[src/rtl/multicycle_controller.sv]
// Moore control FSM for the multicycle computer: decodes the latched instruction
// and flags and sequences every datapath control, one state per clock.
module multicycle_controller (
    input  logic        clock,
    input  logic        reset,
    input  logic [31:0] INSTRUCTION_OUT,
    input  logic [3:0]  FLAGS,
    output logic        A3Src,
    output logic        AdrSrc,
    output logic        FlagUpdate,
    output logic        IRWrite,
    output logic        MemWrite,
    output logic        PCWrite,
    output logic        RegWrite,
    output logic        WD3Src,
    output logic [1:0]  ALUSrcA,
    output logic [1:0]  ALUSrcB,
    output logic [1:0]  ResultSrc,
    output logic [1:0]  RegSrc,
    output logic [2:0]  ALUop,
    output logic [2:0]  ShiftType,
    output logic [3:0]  STATE_OUT
);

    typedef enum logic [3:0] {
        FETCH    = 4'd0,
        DECODE   = 4'd1,
        MEMADR   = 4'd2,
        MEMREAD  = 4'd3,
        MEMWB    = 4'd4,
        MEMWRITE = 4'd5,
        EXECR    = 4'd6,
        EXECI    = 4'd7,
        EXECS    = 4'd8,
        ALUWB    = 4'd9,
        BRANCH   = 4'd10
    } state_t;

    state_t state_r;
    state_t state_next_s;

    logic [3:0] cond_s;
    logic [1:0] op_s;
    logic       imm_s;
    logic [3:0] cmd_s;
    logic       s_bit_s;
    logic       up_s;
    logic       link_s;
    logic [2:0] shift_s;
    logic [2:0] dp_aluop_s;
    logic       cmd_legal_s;
    logic       is_cmp_s;
    logic       is_shift_s;
    logic       noop_s;
    logic       unused_s;

    // {N,Z,C,V} condition evaluation for the cond field
    function automatic logic cond_pass(input logic [3:0] cond, input logic [3:0] flags);
        logic n, z, c, v;
        n = flags[3];
        z = flags[2];
        c = flags[1];
        v = flags[0];
        case (cond)
            4'b0000: cond_pass = z;
            4'b0001: cond_pass = !z;
            4'b0010: cond_pass = c;
            4'b0011: cond_pass = !c;
            4'b0100: cond_pass = n;
            4'b0101: cond_pass = !n;
            4'b0110: cond_pass = v;
            4'b0111: cond_pass = !v;
            4'b1000: cond_pass = c & !z;
            4'b1001: cond_pass = !c | z;
            4'b1010: cond_pass = (n == v);
            4'b1011: cond_pass = (n != v);
            4'b1100: cond_pass = !z & (n == v);
            4'b1101: cond_pass = z | (n != v);
            4'b1110: cond_pass = 1'b1;
            default: cond_pass = 1'b0;
        endcase
    endfunction

    assign cond_s   = INSTRUCTION_OUT[31:28];
    assign op_s     = INSTRUCTION_OUT[27:26];
    assign imm_s    = INSTRUCTION_OUT[25];
    assign cmd_s    = INSTRUCTION_OUT[24:21];
    assign s_bit_s  = INSTRUCTION_OUT[20];
    assign up_s     = INSTRUCTION_OUT[23];
    assign link_s   = INSTRUCTION_OUT[24];
    assign shift_s  = INSTRUCTION_OUT[7:5];
    assign unused_s = ^{INSTRUCTION_OUT[19:8], INSTRUCTION_OUT[4:0]};

    // Data-processing command decode: ALU operation and legality
    always_comb begin
        dp_aluop_s  = 3'b000;
        cmd_legal_s = 1'b1;
        case (cmd_s)
            4'b0100: dp_aluop_s = 3'b000;
            4'b0010: dp_aluop_s = 3'b001;
            4'b0000: dp_aluop_s = 3'b010;
            4'b1100: dp_aluop_s = 3'b011;
            4'b1010: dp_aluop_s = 3'b001;
            4'b1101: dp_aluop_s = 3'b100;
            default: cmd_legal_s = 1'b0;
        endcase
    end

    assign is_cmp_s   = (cmd_s == 4'b1010);
    assign is_shift_s = (cmd_s == 4'b1101) && !imm_s;
    // MOV-register with shift codes 101..111 and unknown classes fall through as no-ops
    assign noop_s = (op_s == 2'b11) ||
                    ((op_s == 2'b00) && !cmd_legal_s) ||
                    ((op_s == 2'b00) && is_shift_s && (shift_s > 3'd4));

    // State register with synchronous reset
    always_ff @(posedge clock) begin
        if (reset) begin
            state_r <= FETCH;
        end else begin
            state_r <= state_next_s;
        end
    end

    // Next-state and Moore outputs; reset forces the idle vector
    always_comb begin
        state_next_s = state_r;
        A3Src        = 1'b0;
        AdrSrc       = 1'b0;
        FlagUpdate   = 1'b0;
        IRWrite      = 1'b0;
        MemWrite     = 1'b0;
        PCWrite      = 1'b0;
        RegWrite     = 1'b0;
        WD3Src       = 1'b0;
        ALUSrcA      = 2'b00;
        ALUSrcB      = 2'b00;
        ResultSrc    = 2'b00;
        RegSrc       = 2'b00;
        ALUop        = 3'b000;
        ShiftType    = 3'b111;
        STATE_OUT    = 4'd0;
        if (reset) begin
            state_next_s = FETCH;
        end else begin
            STATE_OUT = state_r;
            case (state_r)
                FETCH: begin
                    IRWrite      = 1'b1;
                    PCWrite      = 1'b1;
                    ALUSrcB      = 2'b11;
                    ResultSrc    = 2'b10;
                    RegSrc       = 2'b10;
                    state_next_s = DECODE;
                end
                DECODE: begin
                    ALUSrcB   = 2'b11;
                    ResultSrc = 2'b10;
                    RegSrc    = 2'b10;
                    if (!cond_pass(cond_s, FLAGS) || noop_s) begin
                        state_next_s = FETCH;
                    end else begin
                        case (op_s)
                            2'b01:   state_next_s = MEMADR;
                            2'b10:   state_next_s = BRANCH;
                            2'b00:   state_next_s = is_shift_s ? EXECS : (imm_s ? EXECI : EXECR);
                            default: state_next_s = FETCH;
                        endcase
                    end
                end
                MEMADR: begin
                    ALUSrcA      = 2'b01;
                    ALUSrcB      = 2'b01;
                    ALUop        = up_s ? 3'b000 : 3'b001;
                    RegSrc       = 2'b10;
                    state_next_s = s_bit_s ? MEMREAD : MEMWRITE;
                end
                MEMREAD: begin
                    AdrSrc       = 1'b1;
                    RegSrc       = 2'b10;
                    state_next_s = MEMWB;
                end
                MEMWB: begin
                    AdrSrc       = 1'b1;
                    RegWrite     = 1'b1;
                    ResultSrc    = 2'b01;
                    RegSrc       = 2'b10;
                    state_next_s = FETCH;
                end
                MEMWRITE: begin
                    AdrSrc       = 1'b1;
                    MemWrite     = 1'b1;
                    RegSrc       = 2'b10;
                    state_next_s = FETCH;
                end
                EXECR, EXECI: begin
                    ALUSrcA      = 2'b01;
                    ALUSrcB      = (state_r == EXECI) ? 2'b01 : 2'b00;
                    ALUop        = dp_aluop_s;
                    FlagUpdate   = s_bit_s | is_cmp_s;
                    state_next_s = is_cmp_s ? FETCH : ALUWB;
                end
                EXECS: begin
                    ALUSrcA      = 2'b10;
                    ShiftType    = shift_s;
                    FlagUpdate   = s_bit_s;
                    state_next_s = ALUWB;
                end
                ALUWB: begin
                    RegWrite     = 1'b1;
                    ALUSrcA      = 2'b01;
                    state_next_s = FETCH;
                end
                BRANCH: begin
                    ALUSrcB      = 2'b01;
                    ResultSrc    = 2'b10;
                    PCWrite      = 1'b1;
                    RegWrite     = link_s;
                    A3Src        = link_s;
                    WD3Src       = link_s;
                    state_next_s = FETCH;
                end
                default: begin
                    state_next_s = FETCH;
                end
            endcase
        end
    end

endmodule

[config.mk]
export PLATFORM = sky130hd
export DESIGN_NAME = multicycle_controller
export DESIGN_NICKNAME = d
export VERILOG_FILES = /design/src/rtl/multicycle_controller.sv
export SDC_FILE = /design/constraint.sdc
export NUM_CORES = 1
export LEC_CHECK = 0
export CORE_MARGIN = 8
export CORE_UTILIZATION = 31
export CTS_CLUSTER_SIZE = 40
export DETAILED_ROUTE_END_ITERATION = 10
export PLACE_DENSITY_LB_ADDON = 0.05
export SLEW_MARGIN = 20
export SYNTH_ARGS = -nofsm -noshare
export SYNTH_HDL_FRONTEND = slang
export SYNTH_SLANG_ARGS = --single-unit
[constraint.sdc]
create_clock -name clock -period 1.6 [get_ports clock]
set_input_delay 0.32 -clock clock [delete_from_list [all_inputs] [get_ports clock]]
set_output_delay 0.32 -clock clock [all_outputs]
set_load 0.01 [all_outputs]
==> images/placement_by_type.png <==
Drawn at 6 px/um.
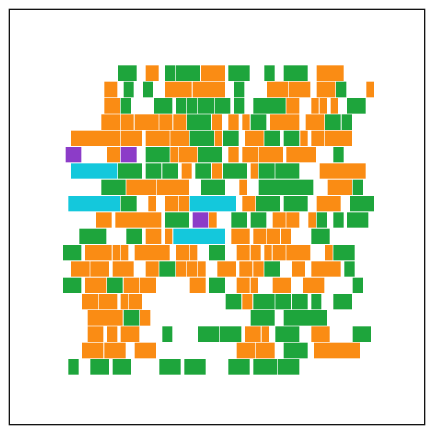
| class | color | cells | share of their area |
|---|---|---|---|
| remaining buffers and delay cells | green | 87 | 42% |
| combinational and other logic | orange | 117 | 52% |
| sequential cells | cyan | 4 | 5.0% |
| clock drivers | purple | 3 | 1.3% |
Non-Filler Cell Area, Final: 1840 um2
sequential cell area share: 4.90%
Core ar.: 2710 um2

==> images/metal_density.png <==
Drawn at 6 px/um. 14 x 14 tiles, from dark purple (low) to yellow (high), scaled to the fullest tile. Values are wire area over tile area, all layers added.
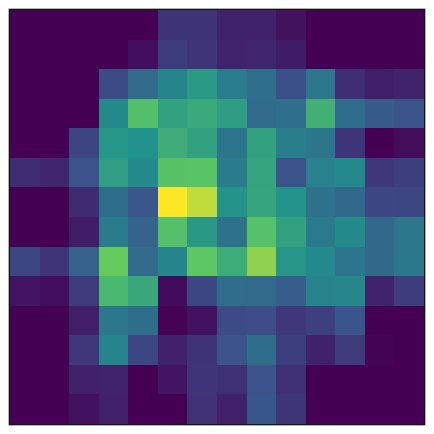
tiles over half the peak: 16%
mean over tiles: 0.13
fullest tile: 0.54
nearly empty tiles: 28%
densest ninth of the die: middle
Routed WL: 3.87 mm
via count: 1310
WL/cell: 16.0 um
Tot GR Track Use: 14.2%

==> images/sizes.png <==
Drawn at 4 px/um.
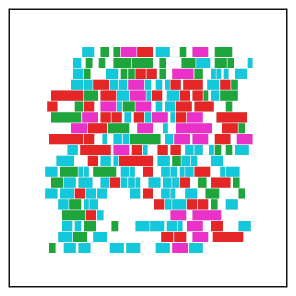
| size | color | cells | share |
|---|---|---|---|
| _2 cells | green | 45 | 21% |
| _0 and _1 cells | cyan | 97 | 46% |
| _6 and larger | magenta | 22 | 10% |
| _3 and _4 cells | red | 47 | 22% |
Final WS setup: -0.256 ns
Non-CTS buffers: 87
area growth from synthesis to layout: 111%

==> images/layer_met3.png <==
Drawn at 6 px/um. Cells faint in the background.
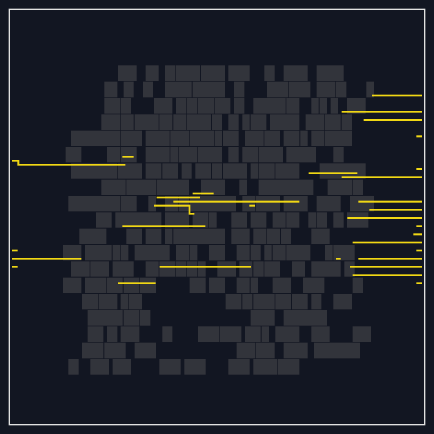
wire length on this layer: 239 um
main direction: horizontal
longest straight run: 20.7 um

==> results.toml <==
# physical design summary
[synthesis]
ys_ff = 4
syn-instance-count = 133
xor_area_share_pct = 2.01
synth-main-ff-cell = "dfxtp_1"
async_flop_share_pct = 0
top_cells_by_area = "dfxtp_1 (9.2%), nor2_1 (7.8%), mux2i_1 (4.6%)"
synthTopCellsByCount = "nor2_1 (18), nand2_1 (8), nor3_1 (8)"

[routing]
dr_wl_met3_um = 239

[power]
seq_cell_power_uw = 113
p_leak_uw = 0.000856

[final_timing]
tns_ns = -2.16
rsz0062_at_grt = "true"
finalWorstSetupSlack_ns = -0.256
clock.fmax_ghz = 0.539
setup_viol = 17
min_period_ns = 1.86

[finish]
antennaDiodeCount = 0
largest_registers = "state_r: 4 flops"
layout_top_cells = "buf_4 (24), buf_6 (19), buf_2 (16)"
finalNetCount = 251

[critical_path]
worst_r2r_endpoint = "state_r[3]"
ff2ff_path_depth = 8
crit_chain = "or4_4 > or2_4 > buf_6"
worstSetupPathType = "reg2out"
crit_arrival_ns = 1.54

[outcome]
failed_checks = "negative setup slack"
status = "finished, violations left"

[place]
hpwl_mm = 2.45
portBuffers = 45

[floorplan]
tap_cells = 31
io_pins = 64
fp-row-count = 19
